==> src/rtl/score_sequencer.sv <==
// -----------------------------------------------------------------------------
// score_sequencer
//
// Walks a synchronous score ROM and plays it as a timed sequence of note codes
// for the buzzer tone stage. Each score word is {dur, high, med, low}. The
// 12-bit code {high, med, low} is held for (dur+1) beats. A silent
// articulation gap then follows before the next word is fetched. The word
// 16'hFFFF marks the end of the song, and a code of 12'h000 is a timed rest.
//
// Parameters
//   CLK_HZ     : sys_clk frequency in Hz
//   BEAT_HZ    : beat rate; CLK_HZ/BEAT_HZ must be at least 2
//   GAP_CYCLES : silent cycles after every entry (0 = no gap)
//   ADDR_W     : score ROM address width
//
// Ports
//   sys_clk    in   clock, rising edge
//   rst_n      in   asynchronous active-low reset
//   play       in   1 = run, 0 = pause in place
//   restart    in   one-cycle pulse, jump back to address 0
//   loop_en    in   1 = replay from address 0 after the end marker
//   rom_addr   out  score ROM address
//   rom_data   in   score word, valid one cycle after rom_addr changes
//   note_code  out  code of the sounding entry, 0 = silent
//   note_valid out  a non-zero code is sounding and playback is not paused
//   busy       out  high in every state except IDLE
//   done       out  one-cycle pulse when the end marker is reached
// -----------------------------------------------------------------------------
module score_sequencer #(
  parameter int CLK_HZ     = 100_000_000,
  parameter int BEAT_HZ    = 4,
  parameter int GAP_CYCLES = 1_000_000,
  parameter int ADDR_W     = 8
) (
  input  logic              sys_clk,
  input  logic              rst_n,
  input  logic              play,
  input  logic              restart,
  input  logic              loop_en,
  output logic [ADDR_W-1:0] rom_addr,
  input  logic [15:0]       rom_data,
  output logic [11:0]       note_code,
  output logic              note_valid,
  output logic              busy,
  output logic              done
);

  localparam int BEAT_CYCLES = CLK_HZ / BEAT_HZ;
  localparam int BEAT_W      = $clog2(BEAT_CYCLES);
  localparam int GAP_W       = (GAP_CYCLES > 1) ? $clog2(GAP_CYCLES) : 1;

  localparam logic [BEAT_W-1:0] BEAT_LAST = BEAT_W'(BEAT_CYCLES - 1);
  localparam logic [GAP_W-1:0]  GAP_LAST  = GAP_W'((GAP_CYCLES > 0) ? GAP_CYCLES - 1 : 0);

  typedef enum logic [2:0] {
    S_IDLE,
    S_FETCH,
    S_LATCH,
    S_PLAY,
    S_GAP,
    S_END
  } state_t;

  state_t              r_state;
  logic [ADDR_W-1:0]   r_rom_addr;
  logic [11:0]         r_note_code;
  logic                r_done;
  logic [3:0]          r_beats_left;
  logic [BEAT_W-1:0]   r_beat_cnt;
  logic [GAP_W-1:0]    r_gap_cnt;

  logic                w_beat_end;
  logic                w_gap_end;
  logic                w_end_marker;

  assign w_beat_end   = (r_beat_cnt == BEAT_LAST);
  assign w_gap_end    = (r_gap_cnt == GAP_LAST);
  assign w_end_marker = (rom_data == 16'hFFFF);

  // NOTE: state registers use non-blocking assignments so every branch below
  // reads the values from before this edge, regardless of statement order.
  always_ff @(posedge sys_clk or negedge rst_n) begin
    if (!rst_n) begin
      r_state      <= S_IDLE;
      r_rom_addr   <= '0;
      r_note_code  <= '0;
      r_done       <= 1'b0;
      r_beats_left <= '0;
      r_beat_cnt   <= '0;
      r_gap_cnt    <= '0;
    end else begin
      // done is high only for the single cycle spent in END.
      r_done <= 1'b0;

      if (restart) begin
        // Restart overrides every other event, including END and a beat
        // boundary that lands on the same cycle.
        r_rom_addr   <= '0;
        r_note_code  <= '0;
        r_beats_left <= '0;
        r_beat_cnt   <= '0;
        r_gap_cnt    <= '0;
        r_state      <= play ? S_FETCH : S_IDLE;
      end else begin
        case (r_state)
          S_IDLE: begin
            if (play) r_state <= S_FETCH;
          end

          // One cycle for the synchronous ROM to present the word at rom_addr.
          S_FETCH: begin
            if (play) r_state <= S_LATCH;
          end

          S_LATCH: begin
            if (play) begin
              if (w_end_marker) begin
                r_done  <= 1'b1;
                r_state <= S_END;
              end else begin
                r_note_code  <= rom_data[11:0];
                r_beats_left <= rom_data[15:12];
                r_beat_cnt   <= '0;
                r_state      <= S_PLAY;
              end
            end
          end

          // beats_left counts the beats still owed after the current one, so
          // a dur of N sounds for N+1 full beats.
          S_PLAY: begin
            if (play) begin
              if (w_beat_end) begin
                r_beat_cnt <= '0;
                if (r_beats_left == 4'd0) begin
                  r_note_code <= '0;
                  if (GAP_CYCLES == 0) begin
                    r_rom_addr <= r_rom_addr + 1'b1;
                    r_state    <= S_FETCH;
                  end else begin
                    r_gap_cnt <= '0;
                    r_state   <= S_GAP;
                  end
                end else begin
                  r_beats_left <= r_beats_left - 1'b1;
                end
              end else begin
                r_beat_cnt <= r_beat_cnt + 1'b1;
              end
            end
          end

          // The address increment wraps naturally, so a score without an end
          // marker simply repeats from address 0 with no done pulse.
          S_GAP: begin
            if (play) begin
              if (w_gap_end) begin
                r_gap_cnt  <= '0;
                r_rom_addr <= r_rom_addr + 1'b1;
                r_state    <= S_FETCH;
              end else begin
                r_gap_cnt <= r_gap_cnt + 1'b1;
              end
            end
          end

          // END is not subject to pause: it always lasts exactly one cycle.
          S_END: begin
            r_rom_addr <= '0;
            r_state    <= loop_en ? S_FETCH : S_IDLE;
          end

          default: r_state <= S_IDLE;
        endcase
      end
    end
  end

  assign rom_addr   = r_rom_addr;
  assign note_code  = r_note_code;
  assign done       = r_done;
  assign busy       = (r_state != S_IDLE);
  // Gating with the live play input silences the tone during a pause in the
  // same cycle, while note_code keeps the held value for the resume.
  assign note_valid = (r_note_code != 12'h000) && play && (r_state == S_PLAY);

endmodule

==> config.mk <==
export PLATFORM = sky130hd
export DESIGN_NAME = score_sequencer
export DESIGN_NICKNAME = d
export VERILOG_FILES = /design/src/rtl/score_sequencer.sv
export SDC_FILE = /design/constraint.sdc
export NUM_CORES = 1
export LEC_CHECK = 0
export CAP_MARGIN = 20
export CORE_MARGIN = 8
export CORE_UTILIZATION = 50
export DETAILED_ROUTE_END_ITERATION = 10
export GPL_ROUTABILITY_DRIVEN = 0
export PLACE_DENSITY = 0.75
export SYNTH_ARGS = -nofsm -noshare
export SYNTH_HDL_FRONTEND = slang
export SYNTH_SLANG_ARGS = --single-unit
==> constraint.sdc <==
create_clock -name sys_clk -period 3.73 [get_ports sys_clk]
set_input_delay 0.746 -clock sys_clk [delete_from_list [all_inputs] [get_ports sys_clk]]
set_output_delay 0.746 -clock sys_clk [all_outputs]
set_load 0.02 [all_outputs]
==> impl_metrics.json <==
{
  "clk_pin_slew_ns": 0.08,
  "flop_cell": "dfrtp_1",
  "status": "completed",
  "ctsResizeCount": 0,
  "placed_area_sq_mm": 0.00490,
  "hp-class": "reg2reg",
  "cts.sinks": 73,
  "cts_buffer_depth": 2,
  "drtIter0Drc": 286,
  "power_density_mw_per_mm2": 380,
  "cts.hold.buffers_added": 0,
  "lay_top_count": "dfrtp_1",
  "nNetsFinal": 551,
  "p_int_mw": 1.38,
  "start_kind": "input port",
  "htreeDepth": 3,
  "rsz0062_at_grt": "no",
  "crit_end": "note_valid",
  "busiest_layer": "met2",
  "die_area_sq_mm": 0.0120,
  "cts_root_buffer": "clkbuf_8",
  "cts_tree": "built",
  "wl_per_cell_microns": 17.2,
  "reg2reg_depth": 6,
  "period_used_share": 0.825,
  "wirelength_mm": 10.9,
  "syn_area_per_cell_sq_um": 8.93,
  "pwr-share-comb": 0.192,
  "worst_r2r_startpoint": "r_beat_cnt[0]$_DFFE_PN0P_",
  "crit_arrival_ns": 2.33,
  "ys_cells": 490,
  "cp_max_fo": 11,
  "grt.overflow.total": 0,
  "crit_required_ns": 2.98,
  "leakage_nw": 2.09,
  "grt_pass1_vias": 3846,
  "max_freq_ghz": 0.325,
  "finalClockSkew_ns": 0.0147,
  "seqPwrFrac": 0.447,
  "setup.worst_path.start": "play",
  "switching_share": 0.289,
  "tool_warnings": 27,
  "pre_cts_ws_ns": 0.575,
  "grt_usage": 0.189
}
==> state kept, by name (all words and copies together), names as in the netlist <==
signal,flops
done,1
note_code,12
r_gap_cnt,20
r_beats_left,4
r_beat_cnt,25
rom_addr,8
r_state,3
==> how the worst min path moves through the flow <==
stage / from / cells after the start / end
after detailed placement: r_gap_cnt[18]$_DFFE_PN0P_ / 1 / r_gap_cnt[18]$_DFFE_PN0P_
after CTS: r_gap_cnt[18]$_DFFE_PN0P_ / 1 / r_gap_cnt[18]$_DFFE_PN0P_
final: r_gap_cnt[18]$_DFFE_PN0P_ / 1 / r_gap_cnt[18]$_DFFE_PN0P_
after floorplan: r_gap_cnt[19]$_DFFE_PN0P_ / 1 / r_gap_cnt[19]$_DFFE_PN0P_
after global routing: r_gap_cnt[18]$_DFFE_PN0P_ / 1 / r_gap_cnt[18]$_DFFE_PN0P_
after global placement: r_gap_cnt[18]$_DFFE_PN0P_ / 1 / r_gap_cnt[18]$_DFFE_PN0P_
==> cells in the mapped netlist (all sizes together), types with 12 or more instances <==
cell	n	area (sq um)
clkbuf	22	82.6
nor4b	14	123
nand2	32	120
mux2i	16	160
o21ai	25	125
nand4	28	175
inv	22	82.6
dfrtp	73	1830
a21o	22	168
nor2	24	90.1
nand3	41	205
nor4	12	96.3
a21oi	38	190
==> per-layer routing <==
metal  up-vias  routed length [microns]
met5         -                        0
met4         0                      228
met1      1976                     4880
met3        20                      465
met2       100                     5370
li1       1932                        -
==> power groups by stage <==
| stage | Clock (mW) | Sequential (mW) | Combinational, mW |
|---|---|---|---|
| 3_3_place_gp | 0 | 0.883 | 0.368 |
| 3_5_place_dp | 0 | 0.884 | 0.373 |
| 2_1_floorplan | 0 | 0.891 | 0.216 |
| 5_1_grt | 0.737 | 0.875 | 0.410 |
| 6_report | 0.701 | 0.869 | 0.373 |
| 4_1_cts | 0.712 | 0.869 | 0.375 |
==> worst max-delay path: stages <==
cell	delay (ns)
clkdlybuf4s50_1	0.49
inv_1	0.19
a311oi_1	0.25
clkdlybuf4s50_1	0.65
==> layout make-up <==
cell class,count,area (sq um)
well taps,108,135
fillers,772,3480
clock inverters,5,78.8
multi-input cells,366,2350
inverters,22,82.6
repair buffers,53,503
clock buffers,11,141
flip-flops and latches,73,1830
==> cell families after synthesis <==
kind of cell | synth area share
AOI/OAI and AO/OA | 0.190
buffers and inverters | 0.0469
and+or+nand+nor | 0.291
adders and majority gates | 0.0143
DFF | 0.418
muxes | 0.0400
==> images/placed.png <==
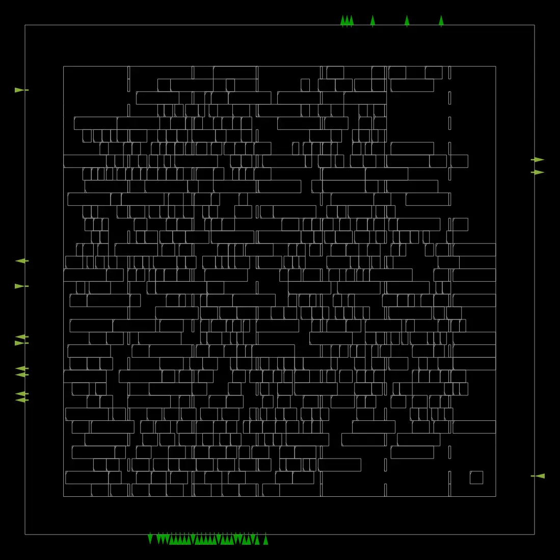
tapcell count: 108
final core occ: 0.596
fillcell total: 772
Seq cells: 73
Row Count: 34

==> images/ff_map.png <==
(3 px per micron) Other sequential cells in the stronger gray, the rest of the logic in the fainter gray.
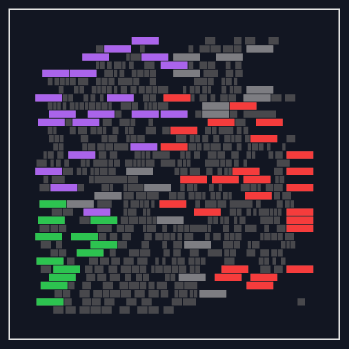
- purple: `r_gap_cnt` (sequential cells 20)
- red: `r_beat_cnt` (sequential cells 25)
- green: `note_code` (sequential cells 12; where lower left)
- not colored: 16
flop share of the area: 0.357
register area: 0.00183 sq mm
Seq. pwr: 0.869 mW

==> images/class_map.png <==
(4 px per micron)
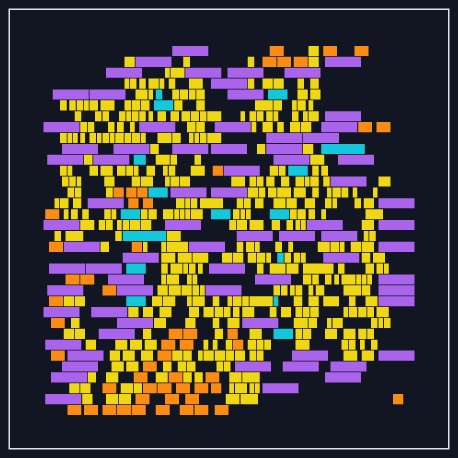
- orange: remaining buffers and delay cells (cells 53; share of their area 10%)
- purple: registers (cells 73; share of their area 37%)
- yellow: remaining logic cells (cells 388; share of their area 49%)
- cyan: clock drivers and dummy loads (cells 16; share of their area 4.4%)

==> images/m3.png <==
(2 px per micron)
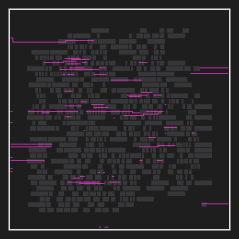
- wire length on this layer: 465 microns
- longest straight run: 26.4 microns

==> images/sizing.png <==
(3 px per micron)
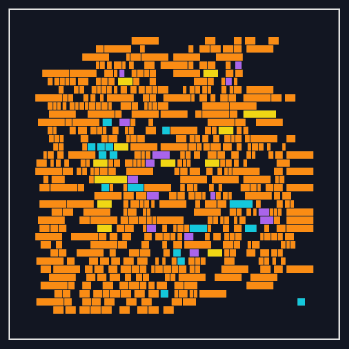
- orange: x1 and smaller (cells 488; most used dfrtp_1)
- yellow: x6 and larger (cells 12; most used clkbuf_8)
- purple: x2 (cells 14)
- cyan: x3 and x4 (cells 16; most used buf_4)
P&R area growth vs syn: 17.0%
Design Area, Final: 0.00512 sq mm
Non-clock buffers: 53
Final WS setup: 0.653 ns

Power and IR drop assume default switching activity.
